### config.mk
export PLATFORM = sky130hd
export DESIGN_NAME = mem_stream_reader_flat
export DESIGN_NICKNAME = d
export VERILOG_FILES = /design/src/rtl/mem_stream_reader_pkg.sv /design/src/rtl/mem_stream_reader_if.sv /design/src/rtl/mem_rd_skid.sv /design/src/rtl/mem_stream_reader.sv /design/src/flat_wrapper.sv
export SDC_FILE = /design/constraint.sdc
export NUM_CORES = 1
export LEC_CHECK = 0
export CORE_ASPECT_RATIO = 1.1
export CORE_UTILIZATION = 54
export DETAILED_ROUTE_END_ITERATION = 8
export PLACE_DENSITY = 0.85
export SLEW_MARGIN = 10
export SYNTH_ARGS = -nofsm -noshare
export SYNTH_HDL_FRONTEND = slang
export SYNTH_HIERARCHICAL = 1
export SYNTH_SLANG_ARGS = --single-unit
### constraint.sdc
create_clock -name clk -period 3.71 [get_ports clk]
set_input_delay 0.742 -clock clk [delete_from_list [all_inputs] [get_ports clk]]
set_output_delay 0.742 -clock clk [all_outputs]
set_load 0.05 [all_outputs]
### src/rtl/mem_stream_reader_pkg.sv
// Shared types and default widths for the buffer-memory read initiator.
//   rd_state_t  : read FSM states
//   DEF_*       : default address/data/length widths
package conveng_mem_pkg;

    localparam int unsigned DEF_ADDRW = 10;
    localparam int unsigned DEF_DATAW = 8;
    localparam int unsigned DEF_LENW  = 11;

    typedef enum logic [1:0] {
        IDLE  = 2'd0,
        ISSUE = 2'd1,
        DRAIN = 2'd2
    } rd_state_t;

endpackage

### src/rtl/mem_stream_reader_if.sv
// Command and output-stream handshake bundle for mem_stream_reader.
//   cmd_valid/cmd_ready/cmd_addr/cmd_len : burst command channel
//   out_valid/out_ready/out_data/out_last : returned word stream
// master = command issuer / stream consumer, slave = the reader.
interface mem_stream_reader_if
    import conveng_mem_pkg::*;
#(
    parameter int unsigned ADDRW = DEF_ADDRW,
    parameter int unsigned DATAW = DEF_DATAW,
    parameter int unsigned LENW  = DEF_LENW
) ();

    logic             cmd_valid;
    logic             cmd_ready;
    logic [ADDRW-1:0] cmd_addr;
    logic [LENW-1:0]  cmd_len;

    logic             out_valid;
    logic             out_ready;
    logic [DATAW-1:0] out_data;
    logic             out_last;

    modport master (
        output cmd_valid, cmd_addr, cmd_len,
        input  cmd_ready,
        input  out_valid, out_data, out_last,
        output out_ready
    );

    modport slave (
        input  cmd_valid, cmd_addr, cmd_len,
        output cmd_ready,
        output out_valid, out_data, out_last,
        input  out_ready
    );

endinterface

### src/rtl/mem_rd_skid.sv
// Two-entry FIFO buffering returned read words (data plus last tag).
//   clk, rst_n  : clock, synchronous active-low reset
//   push/push_data : write one entry
//   pop         : remove head entry
//   head        : current head entry
//   count       : occupancy 0..2
// Simultaneous push and pop keeps the count and preserves order.
module mem_rd_skid #(
    parameter int unsigned W = 9
) (
    input  logic         clk,
    input  logic         rst_n,
    input  logic         push,
    input  logic [W-1:0] push_data,
    input  logic         pop,
    output logic [W-1:0] head,
    output logic [1:0]   count
);

    logic [W-1:0] mem [2];
    logic         wr_ptr;
    logic         rd_ptr;

    always_ff @(posedge clk) begin
        if (!rst_n) begin
            mem[0] <= '0;
            mem[1] <= '0;
            wr_ptr <= 1'b0;
            rd_ptr <= 1'b0;
            count  <= '0;
        end else begin
            if (push) begin
                mem[wr_ptr] <= push_data;
                wr_ptr      <= ~wr_ptr;
            end
            if (pop) begin
                rd_ptr <= ~rd_ptr;
            end
            unique case ({push, pop})
                2'b10:   count <= count + 2'd1;
                2'b01:   count <= count - 2'd1;
                default: count <= count;
            endcase
        end
    end

    assign head = mem[rd_ptr];

endmodule

### src/rtl/mem_stream_reader.sv
// Burst read initiator for a 1R1W buffer memory with 1-cycle registered read.
//   clk, rst_n   : clock, synchronous active-low reset
//   bus (slave)  : command channel in, valid/ready word stream out with last flag
//   mem_rd_addr  : registered read address to memory
//   mem_rd_data  : read data, valid the cycle after the address is sampled
//   busy         : FSM not idle
//   done         : one-cycle pulse at burst completion
module mem_stream_reader
    import conveng_mem_pkg::*;
#(
    parameter int unsigned ADDRW = DEF_ADDRW,
    parameter int unsigned DATAW = DEF_DATAW,
    parameter int unsigned LENW  = DEF_LENW
) (
    input  logic                clk,
    input  logic                rst_n,
    mem_stream_reader_if.slave  bus,
    output logic [ADDRW-1:0]    mem_rd_addr,
    input  logic [DATAW-1:0]    mem_rd_data,
    output logic                busy,
    output logic                done
);

    rd_state_t        state;
    logic [LENW-1:0]  remaining;
    logic             inflight;
    logic             inflight_last;

    logic             accept;
    logic             pop;
    logic             issue_en;
    logic             last_issue;
    logic             drain_done;
    logic [2:0]       occ;
    logic [1:0]       skid_count;
    logic [DATAW:0]   skid_head;

    assign bus.cmd_ready = (state == IDLE);
    assign accept        = bus.cmd_valid & bus.cmd_ready;
    assign bus.out_valid = (skid_count != 2'd0);
    assign pop           = bus.out_valid & bus.out_ready;
    assign bus.out_data  = skid_head[DATAW-1:0];
    assign bus.out_last  = skid_head[DATAW];
    assign busy          = (state != IDLE);

    // Credit: a read issued now lands in the FIFO next cycle, so the words
    // already buffered plus the one in flight, less this cycle's pop, must
    // leave a free slot.
    always_comb begin
        occ        = 3'(skid_count) + 3'(inflight);
        issue_en   = (state == ISSUE) && (occ < (3'd2 + 3'(pop)));
        last_issue = issue_en && (remaining == LENW'(1));
        // Completes on the edge that pops the final buffered word.
        drain_done = (state == DRAIN) && !inflight &&
                     ((skid_count == 2'd0) || ((skid_count == 2'd1) && pop));
    end

    always_ff @(posedge clk) begin
        if (!rst_n) begin
            state         <= IDLE;
            mem_rd_addr   <= '0;
            remaining     <= '0;
            inflight      <= 1'b0;
            inflight_last <= 1'b0;
            done          <= 1'b0;
        end else begin
            done          <= 1'b0;
            inflight      <= issue_en;
            inflight_last <= last_issue;
            unique case (state)
                IDLE: begin
                    if (accept) begin
                        mem_rd_addr <= bus.cmd_addr;
                        remaining   <= bus.cmd_len;
                        if (bus.cmd_len == '0) begin
                            done <= 1'b1;
                        end else begin
                            state <= ISSUE;
                        end
                    end
                end
                ISSUE: begin
                    if (issue_en) begin
                        mem_rd_addr <= mem_rd_addr + ADDRW'(1);
                        remaining   <= remaining - LENW'(1);
                        if (remaining == LENW'(1)) begin
                            state <= DRAIN;
                        end
                    end
                end
                DRAIN: begin
                    if (drain_done) begin
                        state <= IDLE;
                        done  <= 1'b1;
                    end
                end
                default: state <= IDLE;
            endcase
        end
    end

    mem_rd_skid #(
        .W(DATAW + 1)
    ) u_skid (
        .clk       (clk),
        .rst_n     (rst_n),
        .push      (inflight),
        .push_data ({inflight_last, mem_rd_data}),
        .pop       (pop),
        .head      (skid_head),
        .count     (skid_count)
    );

endmodule

### src/flat_wrapper.sv
// flat-port wrapper written by rule: the top's interface ports become plain ports
module mem_stream_reader_flat import conveng_mem_pkg::*;
#(
    parameter int unsigned ADDRW = DEF_ADDRW,
    parameter int unsigned DATAW = DEF_DATAW,
    parameter int unsigned LENW  = DEF_LENW
)
  (clk, rst_n, mem_rd_addr, mem_rd_data, busy, done, bus_cmd_valid, bus_cmd_addr, bus_cmd_len, bus_cmd_ready, bus_out_valid, bus_out_data, bus_out_last, bus_out_ready);
  mem_stream_reader_if #(.ADDRW(ADDRW), .DATAW(DATAW), .LENW(LENW)) bus_i ();
  input  logic clk;
  input  logic rst_n;
  output logic [ADDRW-1:0] mem_rd_addr;
  input  logic [DATAW-1:0] mem_rd_data;
  output logic busy;
  output logic done;
  input wire logic [$bits(bus_i.cmd_valid)-1:0] bus_cmd_valid;
  input wire logic [$bits(bus_i.cmd_addr)-1:0] bus_cmd_addr;
  input wire logic [$bits(bus_i.cmd_len)-1:0] bus_cmd_len;
  output wire logic [$bits(bus_i.cmd_ready)-1:0] bus_cmd_ready;
  output wire logic [$bits(bus_i.out_valid)-1:0] bus_out_valid;
  output wire logic [$bits(bus_i.out_data)-1:0] bus_out_data;
  output wire logic [$bits(bus_i.out_last)-1:0] bus_out_last;
  input wire logic [$bits(bus_i.out_ready)-1:0] bus_out_ready;
  assign bus_i.cmd_valid = bus_cmd_valid;
  assign bus_i.cmd_addr = bus_cmd_addr;
  assign bus_i.cmd_len = bus_cmd_len;
  assign bus_cmd_ready = bus_i.cmd_ready;
  assign bus_out_valid = bus_i.out_valid;
  assign bus_out_data = bus_i.out_data;
  assign bus_out_last = bus_i.out_last;
  assign bus_i.out_ready = bus_out_ready;
  mem_stream_reader #(.ADDRW(ADDRW), .DATAW(DATAW), .LENW(LENW)) u_core (.clk(clk), .rst_n(rst_n), .bus(bus_i), .mem_rd_addr(mem_rd_addr), .mem_rd_data(mem_rd_data), .busy(busy), .done(done));
endmodule
Run 1, routed metal, one colour a layer:
The bar under the picture is 20 um long.
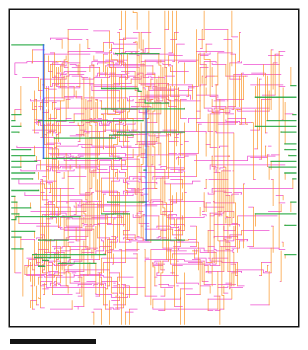
legend:
  magenta:
    layer: metal 1
    wire_length: 2,390 um
  blue:
    layer: metal 4
    wire_length: 57.1 um
  orange:
    layer: metal 2
    wire_length: 3,130 um
  green:
    layer: metal 3
    wire_length: 342 um

Run 1, sequential cells coloured by netlist name:
The bar under the picture is 20 um long. Other sequential cells in the stronger grey, the rest of the logic in the fainter grey.
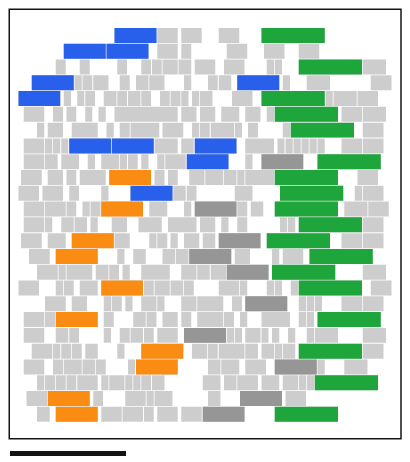
legend:
  blue:
    name_in_the_netlist: `u_core/remaining`
    flops: 11
  orange:
    name_in_the_netlist: `u_core/mem_rd_addr`
    flops: 10
  green:
    name_in_the_netlist: `u_core/u_skid/mem`
    flops: 18
not coloured: 10

Run 1, cell classes on the final placement:
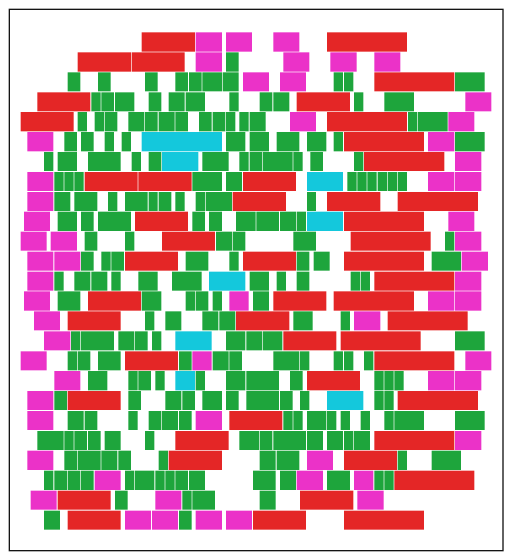
legend:
  green:
    class: combinational and other logic
    cells: 225
    share_of_their_area: 41%
  cyan:
    class: clock drivers and dummy loads
    cells: 8
    share_of_their_area: 3.8%
  magenta:
    class: remaining buffers and delay cells
    cells: 58
    share_of_their_area: 18%
  red:
    class: sequential cells
    cells: 49
    share_of_their_area: 37%

==> reports/metrics.cfg, run 1 <==
[sta]
rsz0062_at_grt=no
tightest_slew_ns=0.826
finalSetupTns_ns=0
period_used_share=0.726
finalWorstSetupSlack_ns=1.01

[power_and_ir_drop]
p_per_area_nw_per_um2=510
p_switching_uw=579
clkPwrFrac=0.239
leakage_nw=1.20
internal-power_mw=1.07
pwr-share-seq=0.413

[routing]
wl_per_cell_um=15.0
drcViolationCount=0
ant_nets=0
vias_per_cell=5.82
totalWireLength_um=5920

[floorplan]
row_count=25
die_x_um=67.2
initial_core_util=0.577
well_tap_count=54
chipArea_um2=4960

[finish]
syn_to_final_growth_pct=27.8
fin_cells=394
inv_count=8
nonClockBufferCount=58
dominant-cell-class=combinational gates
regArea_um2=1160

[clocking]
cts_tree=done
clock_path_buffers=2
cts.clk_slew.worst_paths_ns=0.09
cts_setup_buffers=0

[synthesis]
ys_cells=287
postSynthAreaPerCell_um2=8.80
top_cell_area_share=0.246
synth.mux.area_fraction=0.0446
ys.flops=49

[critical_path]
worstSetupPathType=reg2out
rr_worst_depth=6
reg2reg_from=u_core/u_skid/count[0]

[flow_run]
warning_count=27

[run_status]
status=complete, no violations

[place]
dp_cells=386
preCtsSetupSlack_ns=0.971

==> run 1: worst min-delay path by stage <==
stage / start / cells after the start / end / slack [ns]
after detailed placement: u_core/u_skid/wr_ptr / 2 / u_core/u_skid/wr_ptr / 0.47
after global placement: u_core/u_skid/wr_ptr / 2 / u_core/u_skid/wr_ptr / 0.46
after global routing: u_core/u_skid/wr_ptr / 2 / u_core/u_skid/wr_ptr / 0.51
final: u_core/u_skid/wr_ptr / 2 / u_core/u_skid/wr_ptr / 0.49
after CTS: u_core/u_skid/wr_ptr / 2 / u_core/u_skid/wr_ptr / 0.49
after floorplan: u_core/u_skid/wr_ptr / 2 / u_core/u_skid/wr_ptr / 0.45
==> run 1: flip-flops by register name, summed over array words and instances, names as in the netlist, named ones only <==
signal,flops
u_core/done,1
u_core/inflight,1
u_core/inflight_last,1
u_core/mem_rd_addr,10
u_core/remaining,11
u_core/state,2
u_core/u_skid/count,2
u_core/u_skid/mem,18
u_core/u_skid/rd_ptr,1
u_core/u_skid/wr_ptr,1
==> run 1: per-stage QoR <==
step	power (mW)	area (um2)	hold WS (ns)
floorplan	1.08	2530	0.452
global placement	1.25	3110	0.459
detailed placement	1.26	3110	0.475
CTS	1.65	3230	0.489
global route	1.72	3230	0.514
finish	1.65	3230	0.493
==> run 1: worst max-delay path, stage by stage (launching register included) <==
cell	delay, ns
dfxtp_1	0.56
mux2_2	0.39
clkdlybuf4s50_1	0.70
==> run 1: routing by layer <==
metal / vias up / wire [um] / GRT usage
li1: 1140 / - / -
met1: 1074 / 2390 / 0.283
met2: 74 / 3130 / 0.470
met3: 6 / 341 / 0.0481
met4: 0 / 57 / 0.0757
met5: - / 0 / 0
Run 1, routing congestion:
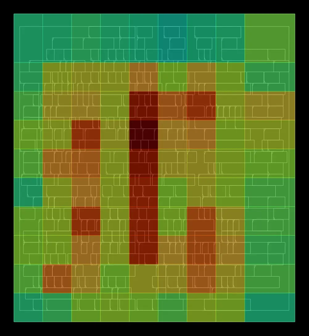

==> run 2, diff against run 1 <==
--- a/config.mk
+++ b/config.mk
@@ -6,9 +6,9 @@
 export NUM_CORES = 1
 export LEC_CHECK = 0
 export CORE_ASPECT_RATIO = 1.1
-export CORE_UTILIZATION = 54
+export CORE_UTILIZATION = 45
 export DETAILED_ROUTE_END_ITERATION = 8
-export PLACE_DENSITY = 0.85
+export PLACE_DENSITY = 0.75
 export SLEW_MARGIN = 10
 export SYNTH_ARGS = -nofsm -noshare
 export SYNTH_HDL_FRONTEND = slang
==> constraint.sdc (replaced) <==
create_clock -name clk -period 2.25 [get_ports clk]
set_input_delay 0.45 -clock clk [delete_from_list [all_inputs] [get_ports clk]]
set_output_delay 0.45 -clock clk [all_outputs]
set_load 0.05 [all_outputs]
Run 2, routing congestion:
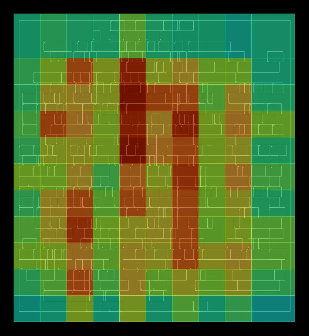
M1 GR Usage: 0.266
routing usage on met2: 0.380
detailed-route wire length per cell: 14.1 um

Run 2, cell classes on the final placement:
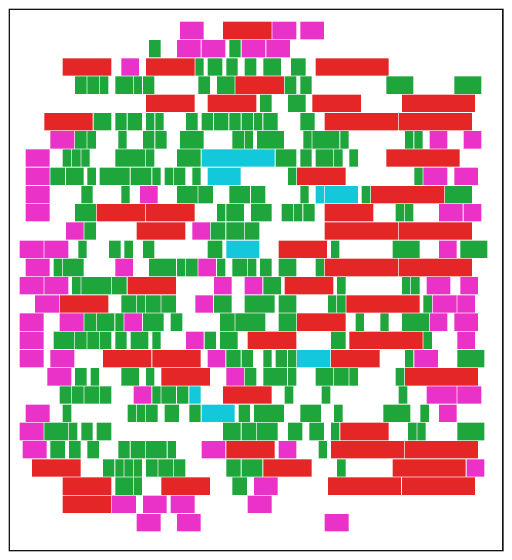
legend:
  magenta:
    class: remaining buffers and delay cells
    cells: 70
    share_of_their_area: 20%
  green:
    class: combinational and other logic
    cells: 225
    share_of_their_area: 41%
  red:
    class: sequential cells
    cells: 49
    share_of_their_area: 36%
  cyan:
    class: clock drivers and dummy loads
    cells: 8
    share_of_their_area: 3.3%

Run 2, signal metal coverage by tile:
The bar under the picture is 20 um long. 15 x 16 tiles, from dark blue (low) to red (high), scaled to the fullest tile. Values are wire area over tile area, all layers added.
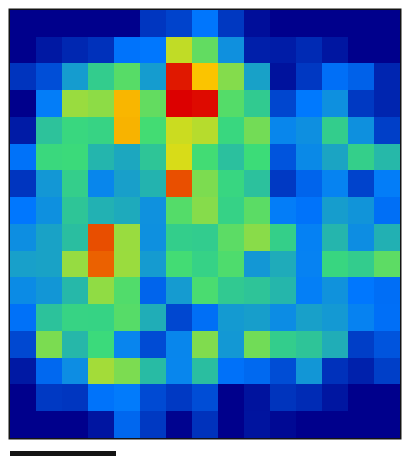
nearly empty tiles: 12%
fullest tile: 0.52
emptiest ninth of the die: north-east
mean over tiles: 0.16
tiles over half the peak: 19%

==> run 2 against run 1 <==
Via count decreased by 0.57%. Critical endpoint is now bus_out_valid. Non-clock buffer count up 12. Largest cell class unchanged. Critical path depth stayed put.
==> reports/metrics.cfg, run 2 <==
[critical_path]
worstSetupPathType=reg2out
max_stage_delay_ns=0.79  ; +0.09 ns
crit_path_cell_trace=or2_2 -> clkdlybuf4s50_1
rr_worst_depth=8  ; +2
reg2reg_from=u_core/u_skid/count[0]

[finish]
stdcell_area_um2=3310  ; +2.5%
regArea_um2=1160  ; unchanged
syn_to_final_growth_pct=31.1
nonClockBufferCount=70  ; +21%
registers.top_by_ff_count=u_core/u_skid/mem

[floorplan]
row_count=28  ; +12%
die_x_um=73.4  ; +9.3%
well_tap_count=75  ; +39%
initial_core_util=0.468  ; -0.109
chipArea_um2=5920  ; +19%

[sta]
finalSetupTns_ns=0  ; unchanged
tightest_slew_ns=0.616  ; -0.210 ns

[min_path]
holdPathStages=2  ; unchanged
min_to=u_core/u_skid/wr_ptr

[power_and_ir_drop]
leakage_nw=1.29  ; +6.8%
clkPwrFrac=0.225  ; -0.014
pwr-share-seq=0.413  ; about the same
p_per_area_nw_per_um2=820  ; +61%
p_switching_uw=956  ; +65%

[routing]
ant_nets=0  ; unchanged
vias_per_cell=5.34  ; -8.3%
totalWireLength_um=6030  ; +2.0%
drcViolationCount=0  ; unchanged

[place]
dpl_cell_area_um2=3200  ; +2.9%

[synthesis]
top_cell_area_share=0.246  ; unchanged
postSynthAreaPerCell_um2=8.80  ; unchanged
ys.flops=49  ; unchanged

[clocking]
cts.clk_slew.worst_paths_ns=0.08  ; about the same
cts_tree=done

[run_status]
status=complete, no violations

[flow_run]
warning_count=27  ; unchanged

==> run 2: logic make-up after synthesis <==
logic type	count (synthesis)
AND-OR/OR-AND	65
XOR/XNOR	3
adder cells (fa/ha/maj)	6
buffers and inverters	21
flip-flops	49
multiplexers	10
AND/OR/NAND/NOR	133
==> run 2: routing by layer <==
layer	GRT usage	up-vias	wire, um
li1	-	1158	-
met1	0.266	1041	2740
met2	0.380	73	2900
met3	0.0364	9	309
met4	0.0808	0	85
met5	0	-	0
==> run 2: repair_timing <==
action,CTS,global route
buffers inserted,0,0
gates resized,0,1
endpoints found under the setup margin,0,1
==> run 2: metrics by stage <==
stage          total power [mW]   util  setup WS (ns)  hold WS, ns  std cells
2_1_floorplan              1.79      -          0.401        0.452        287
3_3_place_gp               2.11  0.593         0.0410        0.460        419
3_5_place_dp               2.12  0.593         0.0158        0.472        419
4_1_cts                    2.73  0.613         0.0402        0.491        427
5_1_grt                    2.86  0.614         0.0437        0.537        427
6_report                   2.72  0.614          0.121        0.488        427
==> run 2: critical path, delay by kind of cell, from the launching register on <==
kind	cells	cell delay [ns]
AND/OR/NAND/NOR	1	0.15
buffers and inverters	1	0.79
flip-flops	1	0.45
==> run 2: how the worst max path moves through the flow <==
stage	from	endpoint	slack [ns]	depth (start not counted)
2_1_floorplan	u_core/u_skid/count[0]	u_core/remaining[6]	0.40	7
3_3_place_gp	bus_cmd_len[0]	u_core/state[0]	0.04	6
3_5_place_dp	bus_cmd_valid	u_core/mem_rd_addr[9]	0.02	7
4_1_cts	u_core/state[0]	busy	0.04	2
5_1_grt	u_core/u_skid/count[0]	u_core/remaining[0]	0.04	6
6_report	u_core/u_skid/count[0]	bus_out_valid	0.12	2
Power is estimated from default activity; no workload was simulated.
